`config.mk`:
```
export PLATFORM = sky130hd
export DESIGN_NAME = bus_reader
export DESIGN_NICKNAME = d
export VERILOG_FILES = /design/src/rtl/bus_reader_pkg.sv /design/src/rtl/bus_source_mux.sv /design/src/rtl/bus_reader.sv
export SDC_FILE = /design/constraint.sdc
export NUM_CORES = 1
export LEC_CHECK = 0
export ABC_AREA = 1
export CAP_MARGIN = 40
export CORE_MARGIN = 2
export CORE_UTILIZATION = 40
export DETAILED_ROUTE_END_ITERATION = 6
export GPL_TIMING_DRIVEN = 0
export PLACE_DENSITY = 0.95
export SYNTH_ARGS = -nofsm -noshare
export SYNTH_HDL_FRONTEND = slang
export SYNTH_SLANG_ARGS = --single-unit
```
`constraint.sdc`:
```
create_clock -name clock -period 3.1 [get_ports clock]
set_input_delay 0.62 -clock clock [delete_from_list [all_inputs] [get_ports clock]]
set_output_delay 0.62 -clock clock [all_outputs]
set_load 0.02 [all_outputs]
```
`src/rtl/bus_reader_pkg.sv`:
```
// Shared types and constants for the bus read master: source codes, FSM states,
// and small helpers used by the top module.
package bus_reader_pkg;

    localparam int DEF_DATA_W   = 16;
    localparam int DEF_NUM_REGS = 8;
    localparam int SRC_W        = 4;

    localparam logic [SRC_W-1:0] SRC_G   = 4'd8;
    localparam logic [SRC_W-1:0] SRC_DIN = 4'd9;

    typedef enum logic [0:0] {
        ST_IDLE  = 1'b0,
        ST_BURST = 1'b1
    } state_e;

    // Codes 0..7 name a general register; anything with bit 3 set is G, DIN or invalid.
    function automatic logic src_is_reg(input logic [SRC_W-1:0] code);
        return (code[3] == 1'b0);
    endfunction

    // Burst walk: registers advance modulo 8, G/DIN stay put and get re-sampled.
    function automatic logic [SRC_W-1:0] src_advance(input logic [SRC_W-1:0] code);
        logic [SRC_W-1:0] nxt;
        if (src_is_reg(code)) begin
            nxt = {1'b0, code[2:0] + 3'd1};
        end else begin
            nxt = code;
        end
        return nxt;
    endfunction

endpackage

```
`src/rtl/bus_source_mux.sv`:
```
// Combinational selection of the bus source (R0..R7, G, DIN) by a 4-bit code,
// flagging codes that name no source.
module bus_source_mux
    import bus_reader_pkg::*;
#(
    parameter int DATA_W   = DEF_DATA_W,
    parameter int NUM_REGS = DEF_NUM_REGS
) (
    input  logic [NUM_REGS*DATA_W-1:0] reg_in,
    input  logic [DATA_W-1:0]          g_in,
    input  logic [DATA_W-1:0]          din,
    input  logic [SRC_W-1:0]           sel,
    output logic [DATA_W-1:0]          data,
    output logic                       src_valid
);

    logic [DATA_W-1:0] regs_s [NUM_REGS];

    for (genvar i = 0; i < NUM_REGS; i++) begin : g_unpack
        assign regs_s[i] = reg_in[i*DATA_W +: DATA_W];
    end

    // Source select; invalid codes yield zero data and src_valid low.
    always_comb begin
        data      = {DATA_W{1'b0}};
        src_valid = 1'b0;
        case (sel)
            SRC_G: begin
                data      = g_in;
                src_valid = 1'b1;
            end
            SRC_DIN: begin
                data      = din;
                src_valid = 1'b1;
            end
            default: begin
                if (src_is_reg(sel)) begin
                    data      = regs_s[sel[2:0]];
                    src_valid = 1'b1;
                end else begin
                    data      = {DATA_W{1'b0}};
                    src_valid = 1'b0;
                end
            end
        endcase
    end

endmodule

```
`src/rtl/bus_reader.sv`:
```
// Read-side bus master: accepts single reads and short bursts from the control
// FSM and drives buswire from a register so negedge-clocked destinations capture it.
module bus_reader
    import bus_reader_pkg::*;
#(
    parameter int DATA_W   = DEF_DATA_W,
    parameter int NUM_REGS = DEF_NUM_REGS
) (
    input  logic                       clock,
    input  logic                       resetn,
    input  logic [NUM_REGS*DATA_W-1:0] reg_in,
    input  logic [DATA_W-1:0]          g_in,
    input  logic [DATA_W-1:0]          din,
    input  logic                       rd_req,
    input  logic [SRC_W-1:0]           rd_src,
    input  logic [2:0]                 rd_len,
    input  logic                       rd_abort,
    output logic                       rd_ready,
    output logic [DATA_W-1:0]          buswire,
    output logic                       bus_valid,
    output logic                       rd_err
);

    state_e            state_r;
    logic [2:0]        remaining_r;
    logic [SRC_W-1:0]  cur_src_r;
    logic              ready_r;
    logic [DATA_W-1:0] bus_r;
    logic              valid_r;
    logic              err_r;

    logic [SRC_W-1:0]  next_src_s;
    logic [SRC_W-1:0]  sel_s;
    logic [DATA_W-1:0] mux_data_s;
    logic              src_valid_s;

    // In IDLE the mux looks at the incoming request; in BURST at the next source of the walk.
    always_comb begin
        next_src_s = src_advance(cur_src_r);
        if (state_r == ST_BURST) begin
            sel_s = next_src_s;
        end else begin
            sel_s = rd_src;
        end
    end

    bus_source_mux #(
        .DATA_W   (DATA_W),
        .NUM_REGS (NUM_REGS)
    ) u_src_mux (
        .reg_in    (reg_in),
        .g_in      (g_in),
        .din       (din),
        .sel       (sel_s),
        .data      (mux_data_s),
        .src_valid (src_valid_s)
    );

    // Control FSM with registered bus, handshake and error outputs.
    always_ff @(posedge clock or negedge resetn) begin
        if (!resetn) begin
            state_r     <= ST_IDLE;
            remaining_r <= 3'd0;
            cur_src_r   <= 4'd0;
            ready_r     <= 1'b0;
            bus_r       <= {DATA_W{1'b0}};
            valid_r     <= 1'b0;
            err_r       <= 1'b0;
        end else begin
            bus_r   <= {DATA_W{1'b0}};
            valid_r <= 1'b0;
            err_r   <= 1'b0;
            case (state_r)
                ST_IDLE: begin
                    ready_r <= 1'b1;
                    if (rd_req && ready_r) begin
                        if (!src_valid_s) begin
                            err_r <= 1'b1;
                        end else begin
                            bus_r   <= mux_data_s;
                            valid_r <= 1'b1;
                            if (rd_len != 3'd0) begin
                                remaining_r <= rd_len;
                                cur_src_r   <= rd_src;
                                state_r     <= ST_BURST;
                                ready_r     <= 1'b0;
                            end
                        end
                    end
                end
                ST_BURST: begin
                    if (rd_abort) begin
                        remaining_r <= 3'd0;
                        state_r     <= ST_IDLE;
                        ready_r     <= 1'b1;
                    end else begin
                        cur_src_r   <= next_src_s;
                        bus_r       <= mux_data_s;
                        valid_r     <= 1'b1;
                        remaining_r <= remaining_r - 3'd1;
                        if (remaining_r == 3'd1) begin
                            state_r <= ST_IDLE;
                            ready_r <= 1'b1;
                        end
                    end
                end
                default: begin
                    remaining_r <= 3'd0;
                    state_r     <= ST_IDLE;
                    ready_r     <= 1'b0;
                end
            endcase
        end
    end

    assign rd_ready  = ready_r;
    assign buswire   = bus_r;
    assign bus_valid = valid_r;
    assign rd_err    = err_r;

endmodule

```
**Zoomed window**

Window x 33 to 58, y 15 to 40 um. Cells in grey, sequential cells in the stronger grey; small squares are vias.
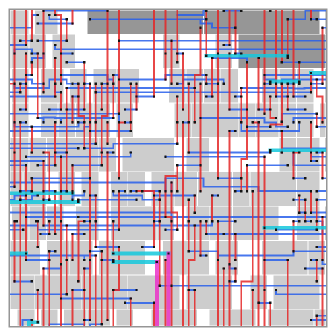
Key: magenta = M4; cyan = M3; red = M2; blue = M1
Netlist names of flops here include `cur_src_r` (2), `buswire` (1). Most frequent: nand2_1 (32), clkdlybuf4s50_1 (13), nand3_1 (11). Sequential cells in the window: 3. 77 logic cells have their middle in the window.

**Selected gate families**

Drawn at 3 px/um.
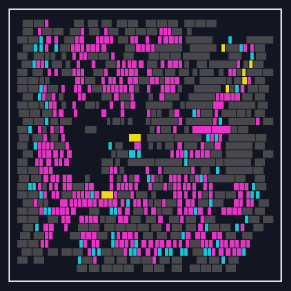
Key: cyan = inv cells [cells 66, most used inv_1, where spread over the die]; yellow = nor cells [cells 7, most used nor2_1]; magenta = nand cells [cells 348, most used nand2_1, where spread over the die]
top logic cell by instance count in the layout: nand2_1
logic share of the area: 0.360
Non-Filler Instances: 823

==> qor.csv <==
stage,metric,value,unit
run_status,status,completed,
global_routing,antenna_found_initial,0,
clocking,cts_htree_levels,1,
yosys,async_flop_share,1.00,
die,core,0.00721,mm^2
global_routing,grt_busiest_layer,met2,
final_layout,final_area,0.00505,mm^2
critical_path,crit_cells,11,
detailed_routing,drc_errors,0,
final_layout,fillers,617,
global_routing,grt_pass1_wl,18.3,mm
critical_path,crit_chain,"ha_1, nand2_1, nand3_1, o21ai_2, inv_1, clkbuf_1, nand3_1, nand2_1, nand2_1, nand3_1, a21oi_1",
placed_design,dp_hpwl,9.70,mm
final_timing,drv_slew,0,
critical_path,worstPathArrival,2320,ps
placed_design,place.gp.congestion,1.01,
critical_path,crit_path_top_delay_cell,dfrtp_1,
final_timing,maxSlewHeadroom,0.616,
placed_design,dp_slack,693,ps
final_timing,finalClockSkew,5.84,ps
final_layout,antenna_cells,0,
power,leakagePower,2.48,nW
detailed_routing,drt_iter0_drc,264,
detailed_routing,via_per_inst,5.08,
critical_path,cp-end-kind,flip-flop,
critical_path,critical_path_required,3270,ps
power,pg_clk,0.000200,W
power,p_sw,0.00187,W
yosys,ys.flop_type,dfrtp_1,
clocking,clk_pin_slew,90,ps
min_path,hold_depth,2,
clocking,cts_buffer_depth,2,
yosys,syn-num-nets,704,
power,powerComb,0.00280,W
detailed_routing,wl_per_cell,14.0,um
min_path,hold_class,reg2reg,
critical_path,start_kind,flip-flop,
final_layout,syn_to_final_growth,70.0,%
global_routing,grt_overflow,0,
placed_design,place_area,0.00500,mm^2
yosys,syn_area,0.00297,mm^2
global_routing,grt_usage,0.273,
final_timing,hold_viol,0,
power,clkPwrFrac,0.056,
yosys,ys_cells,530,
final_layout,finalNetCount,899,
critical_path,reg2reg_depth,11,
final_timing,whs,518,ps
yosys,synth_flop_count,27,
worst min-delay path, stage by stage (launching register included):
cell and delay [ps]:
dfrtp_1 360, nand2_1 60, o21ai_1 70
registers in the layout (all words and copies together) (netlist names):
register     cells
bus_valid        1
buswire         16
cur_src_r        4
rd_err           1
rd_ready         1
remaining_r      3
state_r          1
final cells by class:
type / instances / area, um^2 / area share
Buffer: 31 / 226 / 0.0448
Tap cell: 99 / 124 / 0.0245
Timing Repair Buffer: 190 / 1910 / 0.378
Inverter: 66 / 250 / 0.0496
Sequential cell: 27 / 676 / 0.134
Clock buffer: 3 / 41.3 / 0.00818
Multi-Input combinational cell: 406 / 1820 / 0.360
Clock inverter: 1 / 7.51 / 0.00149
per-layer routing:
metal	wire, um	share of wire	vias to the layer above
li1	-	-	2043
met1	4620	0.40	1891
met2	5780	0.50	206
met3	726	0.063	38
met4	420	0.036	0
met5	0	0	-
cells by family after synthesis:
family / synth area share
compound gates: 0.0834
buf+inv: 0.160
simple gates: 0.516
fa+ha+maj: 0.0126
flops: 0.227
cells in the mapped netlist (all sizes together) (2+ instances only):
| library cell | n | area [um^2] |
|---|---|---|
| ha | 3 | 37.5 |
| a21oi | 18 | 90.1 |
| clkbuf | 3 | 11.3 |
| nand2 | 243 | 920 |
| nor2 | 6 | 37.5 |
| inv | 65 | 246 |
| or2 | 2 | 12.5 |
| nand3 | 104 | 551 |
| dfrtp | 27 | 676 |
| o21ai | 27 | 150 |
| buf | 28 | 215 |
path summary, 6_finish.rpt:
kind	from	end
max reg2reg	cur_src_r[0]	buswire[5]
min in group asynchronous	resetn	cur_src_r[3]
max	cur_src_r[0]	buswire[5]
min	remaining_r[1]	remaining_r[1]
min reg2reg	remaining_r[1]	remaining_r[1]
max in group asynchronous	resetn	remaining_r[0]
No activity file was given, so power comes from the tool's default toggle rates.
